[src/rtl/fetch_ctrl.sv]
// rtl/fetch_ctrl.sv - instruction fetch controller with single-entry instruction register
module fetch_ctrl #(
    parameter logic [31:0] RESET_PC = 32'h0000_0000
) (
    input  logic        clk,
    input  logic        rst,
    output logic        imem_req,
    output logic [31:0] imem_addr,
    input  logic        imem_ack,
    input  logic [31:0] imem_data,
    output logic [31:0] ir,
    output logic [31:0] ir_pc,
    output logic        ir_valid,
    input  logic        ir_ready,
    input  logic        redirect,
    input  logic [31:0] redirect_pc,
    output logic        fault
);

    typedef enum logic [1:0] {
        S_IDLE  = 2'd0,
        S_FETCH = 2'd1,
        S_HOLD  = 2'd2,
        S_FAULT = 2'd3
    } state_t;

    state_t      state, state_n;
    logic [31:0] pc, pc_n;
    logic [31:0] ir_n, ir_pc_n;
    logic        pend, pend_n;
    logic [31:0] pend_pc, pend_pc_n;
    logic        redir_ok, redir_bad;

    assign redir_ok  = redirect && (redirect_pc[1:0] == 2'b00);
    assign redir_bad = redirect && (redirect_pc[1:0] != 2'b00);

    always_ff @(posedge clk) begin
        if (!rst) begin
            state   <= S_IDLE;
            pc      <= RESET_PC;
            ir      <= 32'h0;
            ir_pc   <= 32'h0;
            pend    <= 1'b0;
            pend_pc <= 32'h0;
        end else begin
            state   <= state_n;
            pc      <= pc_n;
            ir      <= ir_n;
            ir_pc   <= ir_pc_n;
            pend    <= pend_n;
            pend_pc <= pend_pc_n;
        end
    end

    always_comb begin
        state_n   = state;
        pc_n      = pc;
        ir_n      = ir;
        ir_pc_n   = ir_pc;
        pend_n    = pend;
        pend_pc_n = pend_pc;
        if (redir_bad) begin
            // A misaligned target wins over everything and abandons any request.
            state_n = S_FAULT;
            ir_pc_n = redirect_pc;
            pend_n  = 1'b0;
        end else begin
            case (state)
                S_IDLE: begin
                    state_n = S_FETCH;
                    if (redir_ok) pc_n = redirect_pc;
                end
                S_FETCH: begin
                    if (imem_ack) begin
                        if (redir_ok) begin
                            pc_n   = redirect_pc;
                            pend_n = 1'b0;
                        end else if (pend) begin
                            pc_n   = pend_pc;
                            pend_n = 1'b0;
                        end else begin
                            ir_n    = imem_data;
                            ir_pc_n = pc;
                            pc_n    = pc + 32'd4;
                            state_n = S_HOLD;
                        end
                    end else if (redir_ok) begin
                        // Request stays on the bus; the target is applied when it completes.
                        pend_n    = 1'b1;
                        pend_pc_n = redirect_pc;
                    end
                end
                S_HOLD: begin
                    if (redir_ok) begin
                        pc_n    = redirect_pc;
                        state_n = S_FETCH;
                    end else if (ir_ready) begin
                        state_n = S_FETCH;
                    end
                end
                S_FAULT: begin
                    if (redir_ok) begin
                        pc_n    = redirect_pc;
                        state_n = S_FETCH;
                    end
                end
                default: state_n = S_IDLE;
            endcase
        end
    end

    assign imem_req  = (state == S_FETCH);
    assign imem_addr = pc;
    assign ir_valid  = (state == S_HOLD);
    assign fault     = (state == S_FAULT);

endmodule

[config.mk]
export PLATFORM = sky130hd
export DESIGN_NAME = fetch_ctrl
export DESIGN_NICKNAME = d
export VERILOG_FILES = /design/src/rtl/fetch_ctrl.sv
export SDC_FILE = /design/constraint.sdc
export NUM_CORES = 1
export LEC_CHECK = 0
export CAP_MARGIN = 5
export CORE_ASPECT_RATIO = 0.5
export CORE_UTILIZATION = 25
export CTS_CLUSTER_SIZE = 16
export DETAILED_ROUTE_END_ITERATION = 10
export GPL_TIMING_DRIVEN = 0
export PLACE_DENSITY_LB_ADDON = 0.25
export SETUP_SLACK_MARGIN = 0.1
export SLEW_MARGIN = 40
export SYNTH_ARGS = -nofsm -noshare
export SYNTH_HDL_FRONTEND = slang
export SYNTH_SLANG_ARGS = --single-unit
[constraint.sdc]
create_clock -name clk -period 2 [get_ports clk]
set_clock_uncertainty 0.1 [all_clocks]
set_input_delay 0.2 -clock clk [delete_from_list [all_inputs] [get_ports clk]]
set_output_delay 0.2 -clock clk [all_outputs]
set_load 0.05 [all_outputs]
==> run_1/layer_met4.png <==
Supply wires on this layer in gray.
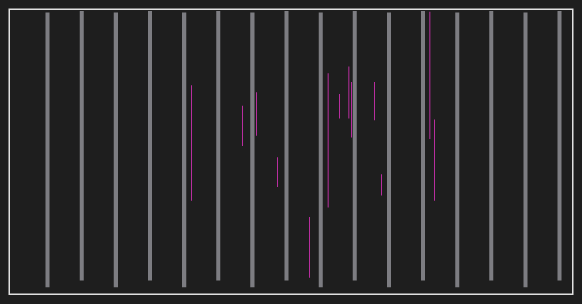
longest straight run = 53.0 um
wire length on this layer = 324 um
nets with wire on the layer = 11
main direction = vertical

==> run_1/clk_routes.png <==
Scale bar: 50 um.
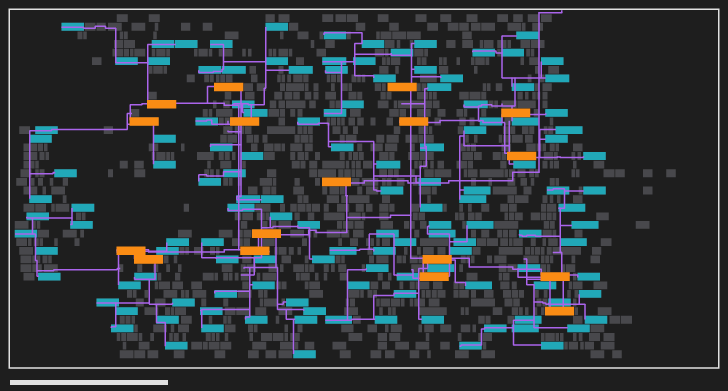
clock wires -> purple  # length 2100 um
flip-flops -> cyan  # count 131
clock drivers -> orange  # count 17
flops lie = all over the die
routed clock nets = 18

==> qor.txt, run 1 <==
Worst Tran Pin Value = 0.797 ns
Seq/Total Area, Yosys = 0.428
Total CTS buffers = 17
Met1 Use GR = 0.266
Clock power frac = 0.423
Logic Gate Count = 592
CP max stage delay = 0.40 ns
Signal buf overhead = 0.252
Asr flop ratio synth = 0
Comb area share = 0.357
RR Endpoint = imem_addr[26]
Flops out of synthesis = 131
Sequential logic power = 0.00287 W
Switching share of power = 0.317
CP max stage cell = dfxtp_4
Drt first pass iters = 5
Crit path max fanout = 6
Yosys Instances = 794
Residual DRC count = 0
Tcrit/Tclk final = 0.950
Setup violators final = 0
Input/output buffers = 167
Total number of sequential cells = 131
GRT Max-Usage Layer = met2
Crit path from = imem_addr[2]
DP Worst Slack = -0.818 ns
GRT Residual Overflow = 0
Mapped cell area = 6130 um2
Yosys top cell by area = dfxtp_1
Leakage = 4.41 nW
Mux area share = 0.0120
Sw Pwr = 0.00244 W
Vias post-DR = 6856
Final wirelength = 25.8 mm
Worst Hold End = ir_pc[0]
Row count = 40
Final-layout clock buffer total = 22
Filler cells = 2452
Worst reg2reg path depth = 8
R2R Path Start = imem_addr[2]
Die Width = 223 um
Clock group power = 0.00325 W
ANT nets after route = 0
Cts hold-fix bufs = 0
Initial antenna violation count = 1
Delay-heaviest family, CP = flip-flops
Stages on worst setup path = 8
Adder Area Share = 0.00204
# Max-Cap Violations = 0
Share of cells above drive strength 1 = 0.179
Top cell excl fill/tap = nand2_1
Worst-case clock buffer depth = 2
DRT iter0 DRCs = 558
Critical path buffer and inverter count = 2
Rel. slew slack = 0.464
Status = finished, final reports clean
Met2 Use GR = 0.326
Power density over cell area = 807 nW/um2
Pint = 0.00525 W
Chip Area, Yosys = 6130 um2
Area share, top type = 0.428
Synth warn = 0
Die area = 25200 um2
Xor/xnor share = 0.0229
Clock sink count = 131
Yosys cell types = 67
AO/OA Area Share = 0.228
==> run_1/sizes.png <==
Scale bar: 50 um.
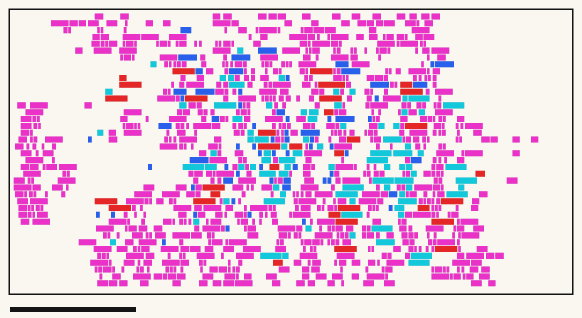
_2 cells -> blue  # cells 66, most used clkbuf_2
_6 and larger -> red  # cells 33, most used clkbuf_16
_3 and _4 cells -> cyan  # cells 85, most used buf_4
_0 and _1 cells -> magenta  # cells 843, most used nand2_1

## run 1: synth_stat cells (all sizes together), types with 2 or more instances
cell type / n
o211a: 4
a32oi: 2
buf: 23
xnor2: 9
a211o: 4
a22o: 5
or3: 4
nor2b: 3
inv: 6
nor4: 6
a31oi: 10
and3: 15
nand2b: 9
nand3: 14
nand3b: 2
nor2: 40
mux2: 3
a32o: 4
and2: 5
dfxtp: 131
a21oi: 88
a211oi: 3
xor2: 7
mux2i: 4
nand4: 10
nand2: 229
nor3: 7
o21ai: 42
clkbuf: 41
o22ai: 4
o211ai: 7
a311oi: 31
and4: 2
## run 1: through the flow
| step | instances | TNS (ns) | instance area, um2 |
|---|---|---|---|
| final | 1343 | 0 | 9530 |
| after CTS | 1329 | 0 | 9160 |
| after detailed placement | 1276 | -86.61 | 8300 |
| after global routing | 1343 | 0 | 9530 |
| after floorplan | 794 | 0 | 6230 |
| after global placement | 1276 | -85.40 | 8300 |
## run 1: cell families after synthesis
group | count (synthesis)
AOI/OAI and AO/OA | 219
xor gates and xnor gates | 16
adders and majority gates | 1
buffers and inverters | 71
DFF | 131
muxes | 7
and+or+nand+nor | 349
## run 1: repair_timing
| action | 4_1_cts | 5_1_grt |
|---|---|---|
| cloned | 2 | 1 |
| pin swaps | 12 | 19 |
| buffers inserted | 20 | 12 |
| resized | 95 | 106 |
| setup endpoints to repair | 170 | 162 |
## run 1: worst min-delay path, stage by stage
cell and delay [ns]:
dlymetal6s2s_1 0.22, nand2_1 0.12, a21oi_1 0.06
## run 1: per-layer routing
metal | up-vias | routed length [um]
li1 | 3232 | -
met1 | 3346 | 11500
met2 | 247 | 12100
met3 | 31 | 1890
met4 | 0 | 323
met5 | - | 0
==> run_1/clocks.png <==
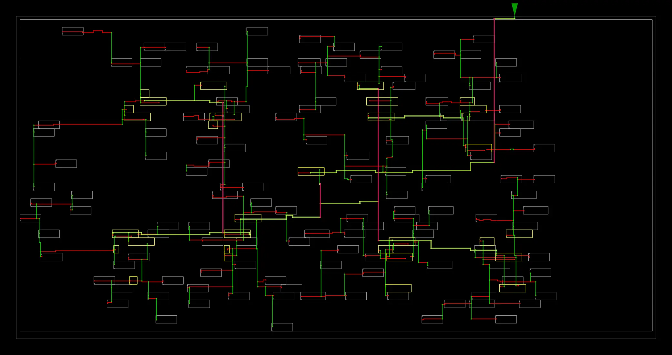

==> run 1 -> run 2 <==
--- a/config.mk
+++ b/config.mk
@@ -8,12 +8,15 @@
 export CAP_MARGIN = 5
 export CORE_ASPECT_RATIO = 0.5
 export CORE_UTILIZATION = 25
+export CTS_CLUSTER_DIAMETER = 30
 export CTS_CLUSTER_SIZE = 16
 export DETAILED_ROUTE_END_ITERATION = 10
 export GPL_TIMING_DRIVEN = 0
 export PLACE_DENSITY_LB_ADDON = 0.25
+export RECOVER_POWER = 25
 export SETUP_SLACK_MARGIN = 0.1
 export SLEW_MARGIN = 40
 export SYNTH_ARGS = -nofsm -noshare
 export SYNTH_HDL_FRONTEND = slang
 export SYNTH_SLANG_ARGS = --single-unit
+export TNS_END_PERCENT = 1
==> run_2/clocks.png <==
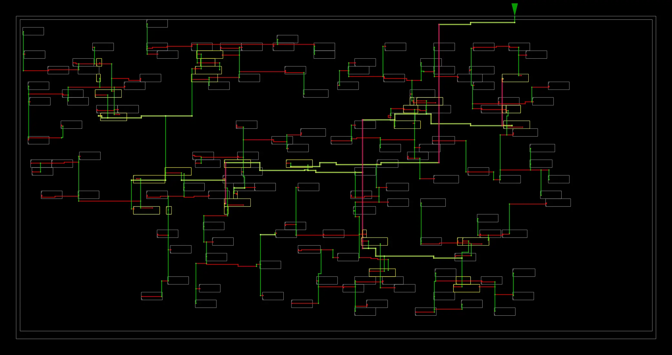
total CTS buffers: 17
clock sink count: 131

==> run_2/clk_routes.png <==
Scale bar: 50 um.
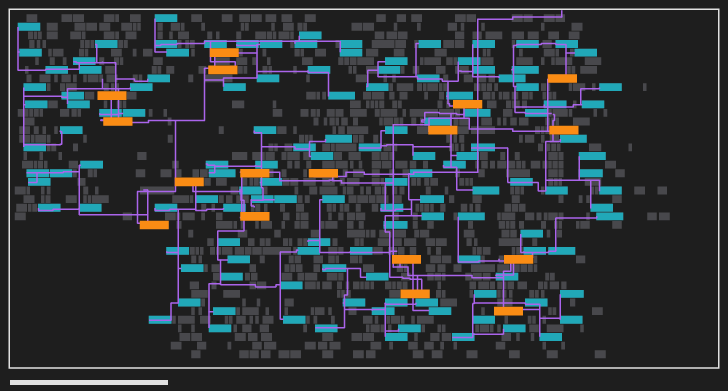
clock drivers -> orange  # count 17
clock wires -> purple  # length 2090 um
flip-flops -> cyan  # count 131
flops lie = all over the die

==> qor.txt, run 2 <==
Status = finished, final reports clean
Residual DRC count = 0 (unchanged)
Power density over cell area = 817 nW/um2 (+1.3%)
DP Area = 8300 um2 (about the same)
Critical path class = register to register
Crit path max fanout = 10 (+4)
Share of cells above drive strength 1 = 0.174 (-0.00491)
Routed length per instance = 19.0 um
Area contributors post-synth = dfxtp_1 (43%), nand2_1 (14%), a21oi_1 (7.2%), a311oi_1 (4.3%), clkbuf_1 (2.5%)
DRT iter0 DRCs = 449 (-20%)
Worst Tran Pin Value = 0.743 ns (-0.0546 ns)
Max-slew violation count = 0
Chip height = 113 um
Vias per cell = 5.14
FP Util = 0.255
Commonest cells post-synth = nand2_1 (228), dfxtp_1 (131), a21oi_1 (88)
CP max stage cell = clkbuf_1
Seq/Total Area, Yosys = 0.428 (unchanged)
Synth Net Count = 864
Post-Synthesis Cells = 794
Yosys top cell by area = dfxtp_1
Tcrit/Tclk final = 0.968 (+0.0180)
Number of enable flip-flop cells = 0
Design area = 9210 um2 (-3.3%)
Initial antenna violation count = 0 (-1)
Yosys Instances = 794 (unchanged)
Core area = 24000 um2
Top cell excl fill/tap = nand2_1
CP Launch Type = register
Cts hold-fix bufs = 0 (unchanged)
Rel. slew slack = 0.505 (+0.0413)
Vias post-DR = 6811 (-0.66%)
GR Util met3 = 0.0413
Die Width = 223 um (unchanged)
Max Fclk = 517 MHz
Setup violators final = 0 (unchanged)
Tool Warnings = 29
Fin crit period = 1.94 ns
Global-route wire length before repair = 37.7 mm
Mapped cell area = 6130 um2 (unchanged)
GRT Residual Overflow = 0 (unchanged)
Final wirelength = 25.2 mm (-2.5%)
Area share, top type = 0.428 (unchanged)
Die area = 25200 um2 (unchanged)
Filler cells = 2523 (+2.9%)
Maximum VDD drop = 0.000721 V
Delay-heaviest family, CP = buffers and inverters
Asr flop ratio synth = 0 (unchanged)
Required time worst endpoint = 2.19 ns
Met2 Use GR = 0.303 (-0.0226)
Flops out of synthesis = 131 (unchanged)
Row count = 40 (unchanged)
Largest net degree at the start of global routing = 17
GRT Max-Usage Layer = met2
Syn Area/Cell = 7.72 um2
Chip Area, Yosys = 6130 um2 (unchanged)
Worst-case clock buffer depth = 2 (unchanged)
DP Worst Slack = -0.880 ns (-0.0620 ns)
CP max stage delay = 0.60 ns (+0.20 ns)
RSZ-0062 raised after global routing = true
Root Buffer = clkbuf_16
Worst Hold Slack = 0.216 ns
Critical path buffer and inverter count = 2 (unchanged)
Drt first pass iters = 7 (+2)
Synth top cell by count = nand2_1
Ys flop type = dfxtp_1
Met1 Use GR = 0.267 (+0.00145)
# diodes = 0
Area grow syn2layout = 50.3%
Clock transition at path regs = 0.06 ns
GRT Util Overall = 0.196
Synth warn = 0 (unchanged)
ANT nets after route = 0 (unchanged)
Input/output buffers = 167 (unchanged)
Crit end category = register
PnR worst setup slack = 0.0645 ns
Yosys cell types = 67 (unchanged)
# IOs = 168
Gpl congestion = 0.866
Final core occ = 0.383
# Max-Cap Violations = 0 (unchanged)
Leakage = 3.59 nW (-18%)
==> run_2/flops_by_reg.png <==
Other sequential cells in the stronger gray, the rest of the logic in the fainter gray.
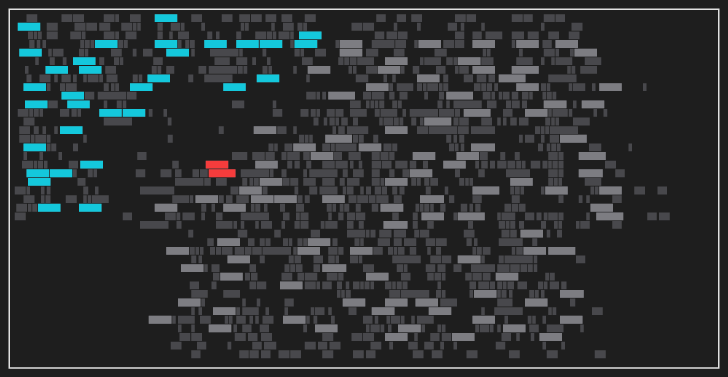
`state` -> red  # sequential cells 2
`ir` -> cyan  # sequential cells 32, where top left
not colored = 97

==> run 2: cell counts after synthesis <==
Identical to the previous run, type by type.
==> run 2: timing repair <==
item / CTS / global route
endpoints found under the setup margin: 176 / 153
resized: 103 / 139
pin swaps: 13 / 37
cloned: 0 / 1
setup buffers: 5 / 11
==> run 2: stage by stage <==
step	setup TNS [ns]	std cells	total power [W]
floorplan	0	794	0.00378
global placement	-96.94	1276	0.00441
detailed placement	-87.97	1276	0.00443
CTS	-0.188	1313	0.00751
global route	-0.0298	1325	0.00778
finish	0	1325	0.00753
==> run 2: path summary, 6_finish.rpt <==
path	depth (start not counted)	start	slack (ns)	to
worst max register to register	6	pend	0.06	imem_addr[3]
worst max-delay path	6	pend	0.06	imem_addr[3]
worst min-delay path	3	imem_data[10]	0.22	ir[10]
worst min register to register	2	ir[25]	0.35	ir[25]
==> run 2: cell families after synthesis <==
kind of cell	synth area share
xor+xnor	0.0229
flops	0.428
mux	0.0120
fa+ha+maj	0.00204
simple gates	0.258
buf+inv	0.0490
compound gates	0.228
==> run 2: report_power, final <==
part	internal (W)	leakage, nW	switching (W)
combinational	0.000523	2.23	0.00102
clock	0.00191	0.284	0.00119
sequential	0.00274	1.08	0.000143
==> run 2: area by class of cell <==
type	instances	area [um2]	area share
multi-input cells	592	3510	0.382
flip-flops and latches	131	2680	0.291
repair buffers	184	1590	0.172
clock buffers	28	528	0.0573
plain buffers	64	433	0.0470
well taps	315	394	0.0428
clock inverters	4	45.0	0.00489
inverters	7	27.5	0.00299
==> run 2: per-layer routing <==
layer	vias to the layer above	share of wire	wire length, um
met1	3344	0.46	11700
li1	3207	-	-
met3	33	0.060	1520
met5	-	0	0
met4	0	0.019	471
met2	227	0.46	11500
Power figures rest on the tool's default switching activity, not on a simulated workload.
